File: config.mk
export PLATFORM = sky130hd
export DESIGN_NAME = data_mem_arbiter_flat
export DESIGN_NICKNAME = d
export VERILOG_FILES = /design/src/rtl/data_mem_arbiter_pkg.sv /design/src/rtl/data_mem_arbiter_if.sv /design/src/rtl/data_mem_arbiter_resp_route_fifo.sv /design/src/rtl/data_mem_arbiter.sv /design/src/flat_wrapper.sv
export SDC_FILE = /design/constraint.sdc
export NUM_CORES = 1
export LEC_CHECK = 0
export CAP_MARGIN = 20
export CELL_PAD_IN_SITES_DETAIL_PLACEMENT = 1
export CELL_PAD_IN_SITES_GLOBAL_PLACEMENT = 2
export CORE_MARGIN = 2
export CORE_UTILIZATION = 11
export CTS_CLUSTER_SIZE = 8
export DETAILED_ROUTE_END_ITERATION = 8
export GPL_TIMING_DRIVEN = 0
export HOLD_SLACK_MARGIN = 0.1
export MAX_ROUTING_LAYER = met4
export PLACE_DENSITY_LB_ADDON = 0.3
export SYNTH_ARGS = -nofsm -noshare
export SYNTH_HDL_FRONTEND = slang
export SYNTH_SLANG_ARGS = --single-unit
File: constraint.sdc
create_clock -name clk -period 9.1 [get_ports clk]
set_input_delay 1.365 -clock clk [delete_from_list [all_inputs] [get_ports clk]]
set_output_delay 1.365 -clock clk [all_outputs]
set_load 0.1 [all_outputs]
File: src/rtl/data_mem_arbiter_pkg.sv
// Shared types for the two-requester data-memory arbiter.
package data_mem_arbiter_pkg;

  localparam int MEM_REQUESTERS = 2;

  typedef struct packed {
    logic [0:31] address;
    logic [0:3]  write_en;
    logic [0:31] write_data;
    logic [0:3]  read_en;
    logic [0:4]  reg_addr;
  } mem_req_fields_t;

  typedef enum logic [1:0] {
    ARB_FREE  = 2'd0,
    ARB_HOLD0 = 2'd1,
    ARB_HOLD1 = 2'd2
  } arb_state_t;

  function automatic logic is_read(input logic [0:3] read_en);
    return |read_en;
  endfunction

endpackage

File: src/rtl/data_mem_arbiter_if.sv
// Request/response bundle used both between requester and arbiter and between arbiter and memory.
interface data_mem_arbiter_if #(
  parameter int RS_ID_WIDTH = 5
);
  logic                   req_valid;
  logic                   req_ready;
  logic [0:RS_ID_WIDTH-1] req_rs_id;
  logic [0:4]             req_reg_addr;
  logic [0:31]            req_address;
  logic [0:3]             req_write_en;
  logic [0:31]            req_write_data;
  logic [0:3]             req_read_en;

  logic                   resp_valid;
  logic                   resp_ready;
  logic [0:RS_ID_WIDTH-1] resp_rs_id;
  logic [0:4]             resp_reg_addr;
  logic [0:31]            resp_data;

  modport master (
    output req_valid, req_rs_id, req_reg_addr, req_address, req_write_en, req_write_data, req_read_en,
    input  req_ready,
    input  resp_valid, resp_rs_id, resp_reg_addr, resp_data,
    output resp_ready
  );

  modport slave (
    input  req_valid, req_rs_id, req_reg_addr, req_address, req_write_en, req_write_data, req_read_en,
    output req_ready,
    output resp_valid, resp_rs_id, resp_reg_addr, resp_data,
    input  resp_ready
  );
endinterface

File: src/rtl/data_mem_arbiter_resp_route_fifo.sv
// In-order routing FIFO: one bit per outstanding read naming the requester that issued it.
module resp_route_fifo #(
  parameter int DEPTH = 4
) (
  input  logic                     clk,
  input  logic                     rst,
  input  logic                     push,
  input  logic                     push_data,
  input  logic                     pop,
  output logic                     pop_data,
  output logic                     full,
  output logic                     empty,
  output logic [$clog2(DEPTH):0]   count
);
  localparam int PTR_W = $clog2(DEPTH);
  localparam logic [PTR_W-1:0] PTR_ONE  = PTR_W'(1);
  localparam logic [PTR_W:0]   CNT_ONE  = (PTR_W+1)'(1);
  localparam logic [PTR_W:0]   CNT_FULL = (PTR_W+1)'(DEPTH);

  logic [DEPTH-1:0] slots;
  logic [PTR_W-1:0] wr_ptr, rd_ptr;
  logic             do_push, do_pop;

  assign do_push  = push & ~full;
  assign do_pop   = pop & ~empty;
  assign full     = (count == CNT_FULL);
  assign empty    = (count == '0);
  assign pop_data = slots[rd_ptr];

  // Pointers wrap naturally because DEPTH is a power of two.
  always_ff @(posedge clk) begin
    if (rst) begin
      wr_ptr <= '0;
      rd_ptr <= '0;
      count  <= '0;
    end else begin
      if (do_push) wr_ptr <= wr_ptr + PTR_ONE;
      if (do_pop)  rd_ptr <= rd_ptr + PTR_ONE;
      case ({do_push, do_pop})
        2'b10:   count <= count + CNT_ONE;
        2'b01:   count <= count - CNT_ONE;
        default: count <= count;
      endcase
    end
  end

  always_ff @(posedge clk) begin
    if (do_push) slots[wr_ptr] <= push_data;
  end

endmodule

File: src/rtl/data_mem_arbiter.sv
// Round-robin arbiter sharing one memory port between two requesters, with in-order response routing.
module data_mem_arbiter
  import data_mem_arbiter_pkg::*;
#(
  parameter int RS_ID_WIDTH     = 5,
  parameter int MAX_OUTSTANDING = 4
) (
  input  logic                            clk,
  input  logic                            rst,
  data_mem_arbiter_if.slave               req0,
  data_mem_arbiter_if.slave               req1,
  data_mem_arbiter_if.master              mem,
  output logic [0:$clog2(MAX_OUTSTANDING)] outstanding,
  output logic                            idle,
  output logic                            err_unexpected_resp
);
  localparam int CNT_W = $clog2(MAX_OUTSTANDING) + 1;

  mem_req_fields_t           fields [MEM_REQUESTERS];
  logic [0:RS_ID_WIDTH-1]    rs_id  [MEM_REQUESTERS];
  mem_req_fields_t           sel;
  logic [MEM_REQUESTERS-1:0] valid, rd, elig;
  arb_state_t                state, state_nx;
  logic                      last_grant, winner, mem_valid, fire;
  logic                      fifo_full, fifo_empty, head, push, pop, has_route, resp_ready_mux;
  logic [CNT_W-1:0]          count;

  assign fields[0] = '{address: req0.req_address, write_en: req0.req_write_en,
                       write_data: req0.req_write_data, read_en: req0.req_read_en,
                       reg_addr: req0.req_reg_addr};
  assign fields[1] = '{address: req1.req_address, write_en: req1.req_write_en,
                       write_data: req1.req_write_data, read_en: req1.req_read_en,
                       reg_addr: req1.req_reg_addr};
  assign rs_id[0]  = req0.req_rs_id;
  assign rs_id[1]  = req1.req_rs_id;

  // A full routing FIFO blocks reads even if a slot frees this same cycle.
  assign valid = {req1.req_valid, req0.req_valid};
  assign rd    = {is_read(req1.req_read_en), is_read(req0.req_read_en)};
  assign elig  = valid & (~rd | {MEM_REQUESTERS{~fifo_full}});

  always_comb begin
    state_nx  = state;
    winner    = 1'b0;
    mem_valid = 1'b0;
    case (state)
      ARB_HOLD0: begin
        winner    = 1'b0;
        mem_valid = elig[0];
      end
      ARB_HOLD1: begin
        winner    = 1'b1;
        mem_valid = elig[1];
      end
      default: begin
        winner    = (&elig) ? ~last_grant : elig[1];
        mem_valid = |elig;
      end
    endcase
    fire = mem_valid & mem.req_ready;
    if (fire)           state_nx = ARB_FREE;
    else if (mem_valid) state_nx = winner ? ARB_HOLD1 : ARB_HOLD0;
  end

  always_ff @(posedge clk) begin
    if (rst) begin
      state      <= ARB_FREE;
      last_grant <= 1'b1;
    end else begin
      state <= state_nx;
      if (fire) last_grant <= winner;
    end
  end

  assign sel                = fields[winner];
  assign mem.req_valid      = mem_valid;
  assign mem.req_rs_id      = rs_id[winner];
  assign mem.req_reg_addr   = sel.reg_addr;
  assign mem.req_address    = sel.address;
  assign mem.req_write_en   = sel.write_en;
  assign mem.req_write_data = sel.write_data;
  assign mem.req_read_en    = sel.read_en;
  assign req0.req_ready     = fire & ~winner;
  assign req1.req_ready     = fire & winner;

  assign push = fire & rd[winner];

  resp_route_fifo #(.DEPTH(MAX_OUTSTANDING)) u_route (
    .clk       (clk),
    .rst       (rst),
    .push      (push),
    .push_data (winner),
    .pop       (pop),
    .pop_data  (head),
    .full      (fifo_full),
    .empty     (fifo_empty),
    .count     (count)
  );

  // With no routing entry the beat is unexpected: accept and drop it.
  assign has_route      = ~fifo_empty;
  assign resp_ready_mux = has_route ? (head ? req1.resp_ready : req0.resp_ready) : 1'b1;
  assign mem.resp_ready = resp_ready_mux;
  assign pop            = has_route & mem.resp_valid & resp_ready_mux;

  assign req0.resp_valid    = has_route & ~head & mem.resp_valid;
  assign req1.resp_valid    = has_route & head & mem.resp_valid;
  assign req0.resp_rs_id    = mem.resp_rs_id;
  assign req1.resp_rs_id    = mem.resp_rs_id;
  assign req0.resp_reg_addr = mem.resp_reg_addr;
  assign req1.resp_reg_addr = mem.resp_reg_addr;
  assign req0.resp_data     = mem.resp_data;
  assign req1.resp_data     = mem.resp_data;

  always_ff @(posedge clk) begin
    if (rst)                                err_unexpected_resp <= 1'b0;
    else if (~has_route & mem.resp_valid)   err_unexpected_resp <= 1'b1;
  end

  assign outstanding = count;
  assign idle        = (count == '0) & (state == ARB_FREE) & ~mem_valid;

endmodule
File: src/flat_wrapper.sv
// flat-port wrapper written by rule: the top's interface ports become plain ports
module data_mem_arbiter_flat import data_mem_arbiter_pkg::*;
#(
  parameter int RS_ID_WIDTH     = 5,
  parameter int MAX_OUTSTANDING = 4
)
  (clk, rst, outstanding, idle, err_unexpected_resp, req0_req_valid, req0_req_rs_id, req0_req_reg_addr, req0_req_address, req0_req_write_en, req0_req_write_data, req0_req_read_en, req0_req_ready, req0_resp_valid, req0_resp_rs_id, req0_resp_reg_addr, req0_resp_data, req0_resp_ready, req1_req_valid, req1_req_rs_id, req1_req_reg_addr, req1_req_address, req1_req_write_en, req1_req_write_data, req1_req_read_en, req1_req_ready, req1_resp_valid, req1_resp_rs_id, req1_resp_reg_addr, req1_resp_data, req1_resp_ready, mem_req_valid, mem_req_rs_id, mem_req_reg_addr, mem_req_address, mem_req_write_en, mem_req_write_data, mem_req_read_en, mem_req_ready, mem_resp_valid, mem_resp_rs_id, mem_resp_reg_addr, mem_resp_data, mem_resp_ready);
  data_mem_arbiter_if #(.RS_ID_WIDTH(RS_ID_WIDTH)) req0_i ();
  data_mem_arbiter_if #(.RS_ID_WIDTH(RS_ID_WIDTH)) req1_i ();
  data_mem_arbiter_if #(.RS_ID_WIDTH(RS_ID_WIDTH)) mem_i ();
  input  logic clk;
  input  logic rst;
  output logic [0:$clog2(MAX_OUTSTANDING)] outstanding;
  output logic idle;
  output logic err_unexpected_resp;
  input wire logic [$bits(req0_i.req_valid)-1:0] req0_req_valid;
  input wire logic [$bits(req0_i.req_rs_id)-1:0] req0_req_rs_id;
  input wire logic [$bits(req0_i.req_reg_addr)-1:0] req0_req_reg_addr;
  input wire logic [$bits(req0_i.req_address)-1:0] req0_req_address;
  input wire logic [$bits(req0_i.req_write_en)-1:0] req0_req_write_en;
  input wire logic [$bits(req0_i.req_write_data)-1:0] req0_req_write_data;
  input wire logic [$bits(req0_i.req_read_en)-1:0] req0_req_read_en;
  output wire logic [$bits(req0_i.req_ready)-1:0] req0_req_ready;
  output wire logic [$bits(req0_i.resp_valid)-1:0] req0_resp_valid;
  output wire logic [$bits(req0_i.resp_rs_id)-1:0] req0_resp_rs_id;
  output wire logic [$bits(req0_i.resp_reg_addr)-1:0] req0_resp_reg_addr;
  output wire logic [$bits(req0_i.resp_data)-1:0] req0_resp_data;
  input wire logic [$bits(req0_i.resp_ready)-1:0] req0_resp_ready;
  input wire logic [$bits(req1_i.req_valid)-1:0] req1_req_valid;
  input wire logic [$bits(req1_i.req_rs_id)-1:0] req1_req_rs_id;
  input wire logic [$bits(req1_i.req_reg_addr)-1:0] req1_req_reg_addr;
  input wire logic [$bits(req1_i.req_address)-1:0] req1_req_address;
  input wire logic [$bits(req1_i.req_write_en)-1:0] req1_req_write_en;
  input wire logic [$bits(req1_i.req_write_data)-1:0] req1_req_write_data;
  input wire logic [$bits(req1_i.req_read_en)-1:0] req1_req_read_en;
  output wire logic [$bits(req1_i.req_ready)-1:0] req1_req_ready;
  output wire logic [$bits(req1_i.resp_valid)-1:0] req1_resp_valid;
  output wire logic [$bits(req1_i.resp_rs_id)-1:0] req1_resp_rs_id;
  output wire logic [$bits(req1_i.resp_reg_addr)-1:0] req1_resp_reg_addr;
  output wire logic [$bits(req1_i.resp_data)-1:0] req1_resp_data;
  input wire logic [$bits(req1_i.resp_ready)-1:0] req1_resp_ready;
  output wire logic [$bits(mem_i.req_valid)-1:0] mem_req_valid;
  output wire logic [$bits(mem_i.req_rs_id)-1:0] mem_req_rs_id;
  output wire logic [$bits(mem_i.req_reg_addr)-1:0] mem_req_reg_addr;
  output wire logic [$bits(mem_i.req_address)-1:0] mem_req_address;
  output wire logic [$bits(mem_i.req_write_en)-1:0] mem_req_write_en;
  output wire logic [$bits(mem_i.req_write_data)-1:0] mem_req_write_data;
  output wire logic [$bits(mem_i.req_read_en)-1:0] mem_req_read_en;
  input wire logic [$bits(mem_i.req_ready)-1:0] mem_req_ready;
  input wire logic [$bits(mem_i.resp_valid)-1:0] mem_resp_valid;
  input wire logic [$bits(mem_i.resp_rs_id)-1:0] mem_resp_rs_id;
  input wire logic [$bits(mem_i.resp_reg_addr)-1:0] mem_resp_reg_addr;
  input wire logic [$bits(mem_i.resp_data)-1:0] mem_resp_data;
  output wire logic [$bits(mem_i.resp_ready)-1:0] mem_resp_ready;
  assign req0_i.req_valid = req0_req_valid;
  assign req0_i.req_rs_id = req0_req_rs_id;
  assign req0_i.req_reg_addr = req0_req_reg_addr;
  assign req0_i.req_address = req0_req_address;
  assign req0_i.req_write_en = req0_req_write_en;
  assign req0_i.req_write_data = req0_req_write_data;
  assign req0_i.req_read_en = req0_req_read_en;
  assign req0_req_ready = req0_i.req_ready;
  assign req0_resp_valid = req0_i.resp_valid;
  assign req0_resp_rs_id = req0_i.resp_rs_id;
  assign req0_resp_reg_addr = req0_i.resp_reg_addr;
  assign req0_resp_data = req0_i.resp_data;
  assign req0_i.resp_ready = req0_resp_ready;
  assign req1_i.req_valid = req1_req_valid;
  assign req1_i.req_rs_id = req1_req_rs_id;
  assign req1_i.req_reg_addr = req1_req_reg_addr;
  assign req1_i.req_address = req1_req_address;
  assign req1_i.req_write_en = req1_req_write_en;
  assign req1_i.req_write_data = req1_req_write_data;
  assign req1_i.req_read_en = req1_req_read_en;
  assign req1_req_ready = req1_i.req_ready;
  assign req1_resp_valid = req1_i.resp_valid;
  assign req1_resp_rs_id = req1_i.resp_rs_id;
  assign req1_resp_reg_addr = req1_i.resp_reg_addr;
  assign req1_resp_data = req1_i.resp_data;
  assign req1_i.resp_ready = req1_resp_ready;
  assign mem_req_valid = mem_i.req_valid;
  assign mem_req_rs_id = mem_i.req_rs_id;
  assign mem_req_reg_addr = mem_i.req_reg_addr;
  assign mem_req_address = mem_i.req_address;
  assign mem_req_write_en = mem_i.req_write_en;
  assign mem_req_write_data = mem_i.req_write_data;
  assign mem_req_read_en = mem_i.req_read_en;
  assign mem_i.req_ready = mem_req_ready;
  assign mem_i.resp_valid = mem_resp_valid;
  assign mem_i.resp_rs_id = mem_resp_rs_id;
  assign mem_i.resp_reg_addr = mem_resp_reg_addr;
  assign mem_i.resp_data = mem_resp_data;
  assign mem_resp_ready = mem_i.resp_ready;
  data_mem_arbiter #(.RS_ID_WIDTH(RS_ID_WIDTH), .MAX_OUTSTANDING(MAX_OUTSTANDING)) u_core (.clk(clk), .rst(rst), .req0(req0_i), .req1(req1_i), .mem(mem_i), .outstanding(outstanding), .idle(idle), .err_unexpected_resp(err_unexpected_resp));
endmodule
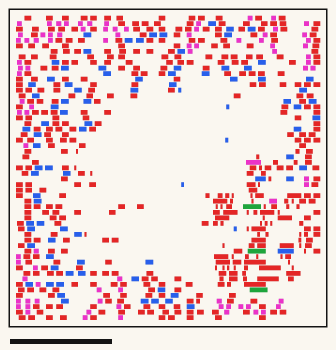
(run_1/sizing.png)
The bar under the picture is 50 µm long.
| colour | size | cells | share | most used |
|---|---|---|---|---|
| blue | x2 | 89 | 14% | mux2_2 |
| red | x1 and smaller | 444 | 71% | clkdlybuf4s50_1 |
| green | x6 and larger | 3 | 0.48% | clkbuf_16 |
| magenta | x3 and x4 | 86 | 14% | buf_4 |
Repair and plain buffers: 443
fin area: 0.00643 mm²

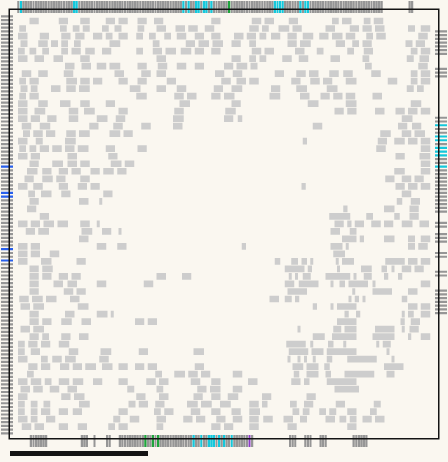
(run_1/pinout.png)
The bar under the picture is 50 µm long. Pins as bars across the die edge, other pins in grey.
| colour | port | pins | direction | edge |
|---|---|---|---|---|
| purple | mem_req_valid | 1 | output | bottom |
| blue | mem_req_rs_id | 5 | output | left |
| cyan | req1_req_write_data | 32 | input | 17 top, 8 bottom, 7 right |
| green | req1_req_write_en | 4 | input | 3 bottom, 1 top |
all pins by edge: 146 top, 112 left, 81 bottom, 52 right

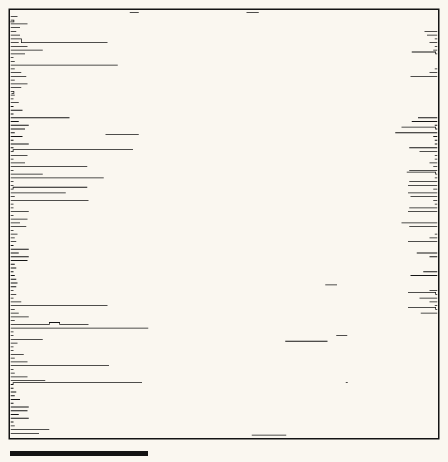
(run_1/m3.png)
The bar under the picture is 50 µm long.
main direction: horizontal
nets with wire on the layer: 168
WL final: 15,700 µm
met3 Use GR: 0.0287
via count: 3,283

==> run summary, run 1 <==
initial antenna violation count -> 1
Combinational Power -> 1.34 mW
synth unique cells -> 34
Reg area -> 340 µm²
yosys cell count -> 270
Critical Path Start Type -> input port
Power Total -> 1.52 mW
comb area leader -> multiplexers
Max-Cap Viols -> 0
Simple-Gate Fraction of Synth Area -> 0.0729
fin crit share -> 0.704
Ys Warns -> 0
largest class -> buffers
data required time of the critical path -> 7740 ps
status -> finished clean
most common cell in the netlist -> buf_4
post-synth top area share -> 0.368
fraction of met2 tracks used by global routing -> 0.241
area fraction in mux cells -> 0.398
Seq cells post-synth -> 15
Int Pwr -> 0.523 mW
layout net count -> 846
cell count along the critical path -> 7
Biggest register -> u_core.u_route.slots
setup_tns -> 0 ps
==> run_1/placed.png <==
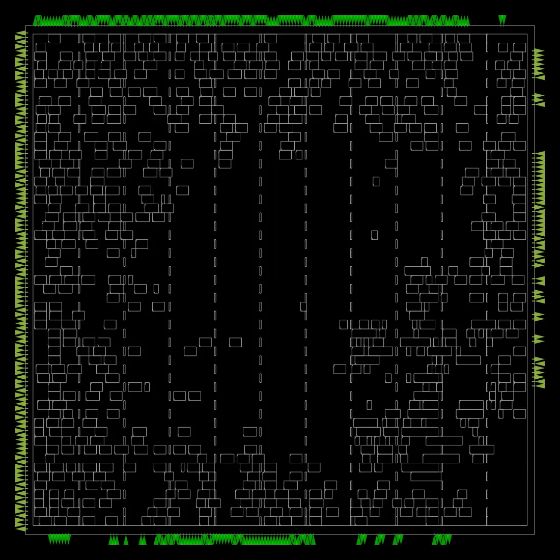

## Run 2: what changed since run 1
CORE_UTILIZATION = 10   (was 11)
clock period = 5.19 ns   (was 9.1 ns; I/O delays follow)
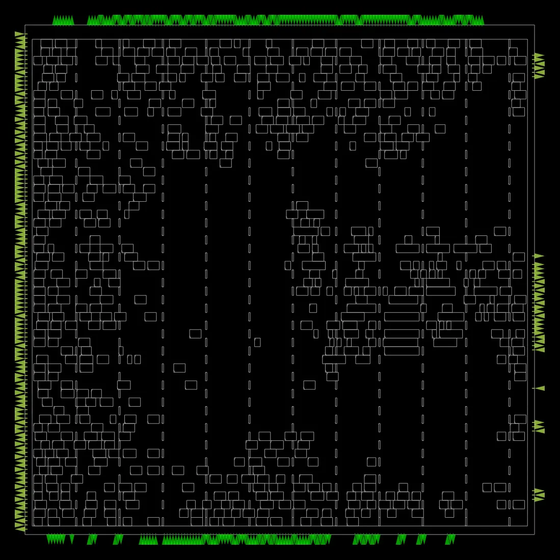
(run_2/placed.png)
CORE AREA: 0.0245 mm²
Seq cells: 15

==> run summary, run 2 <==
Compound-Gate Fraction of Synth Area -> 0.0474
fraction of met2 tracks used by global routing -> 0.226 (-0.0149)
Int Pwr -> 0.828 mW (+58%)
Critical Path Start Type -> input port
status -> finished clean
fin area -> 0.00628 mm² (-2.3%)
comb area leader -> multiplexers
most frequent logic cell in the layout -> clkdlybuf4s50_1
Post-DP HPWL -> 14,400 µm
Ys Warns -> 0 (unchanged)
Seq cells post-synth -> 15 (unchanged)
WL final -> 15,800 µm (+0.25%)
Max-Cap Viols -> 0 (unchanged)
Pleak -> 2.59 nW
vias in the first global route -> 3,687
data required time of the critical path -> 4410 ps (-3330 ps)
setup_tns -> 0 ps (unchanged)
Power Total -> 2.58 mW (+69%)
Fin Clk Skew -> 3.95 ps
cell count along the critical path -> 7 (unchanged)
met3 Use GR -> 0.0232 (-0.00545)
most common cell in the netlist -> buf_4
yosys cell count -> 270 (unchanged)
fin crit share -> 0.954
largest class -> buffers
area fraction in mux cells -> 0.398 (unchanged)
synth unique cells -> 34 (unchanged)
No activity file was given, so power comes from the tool's default toggle rates.
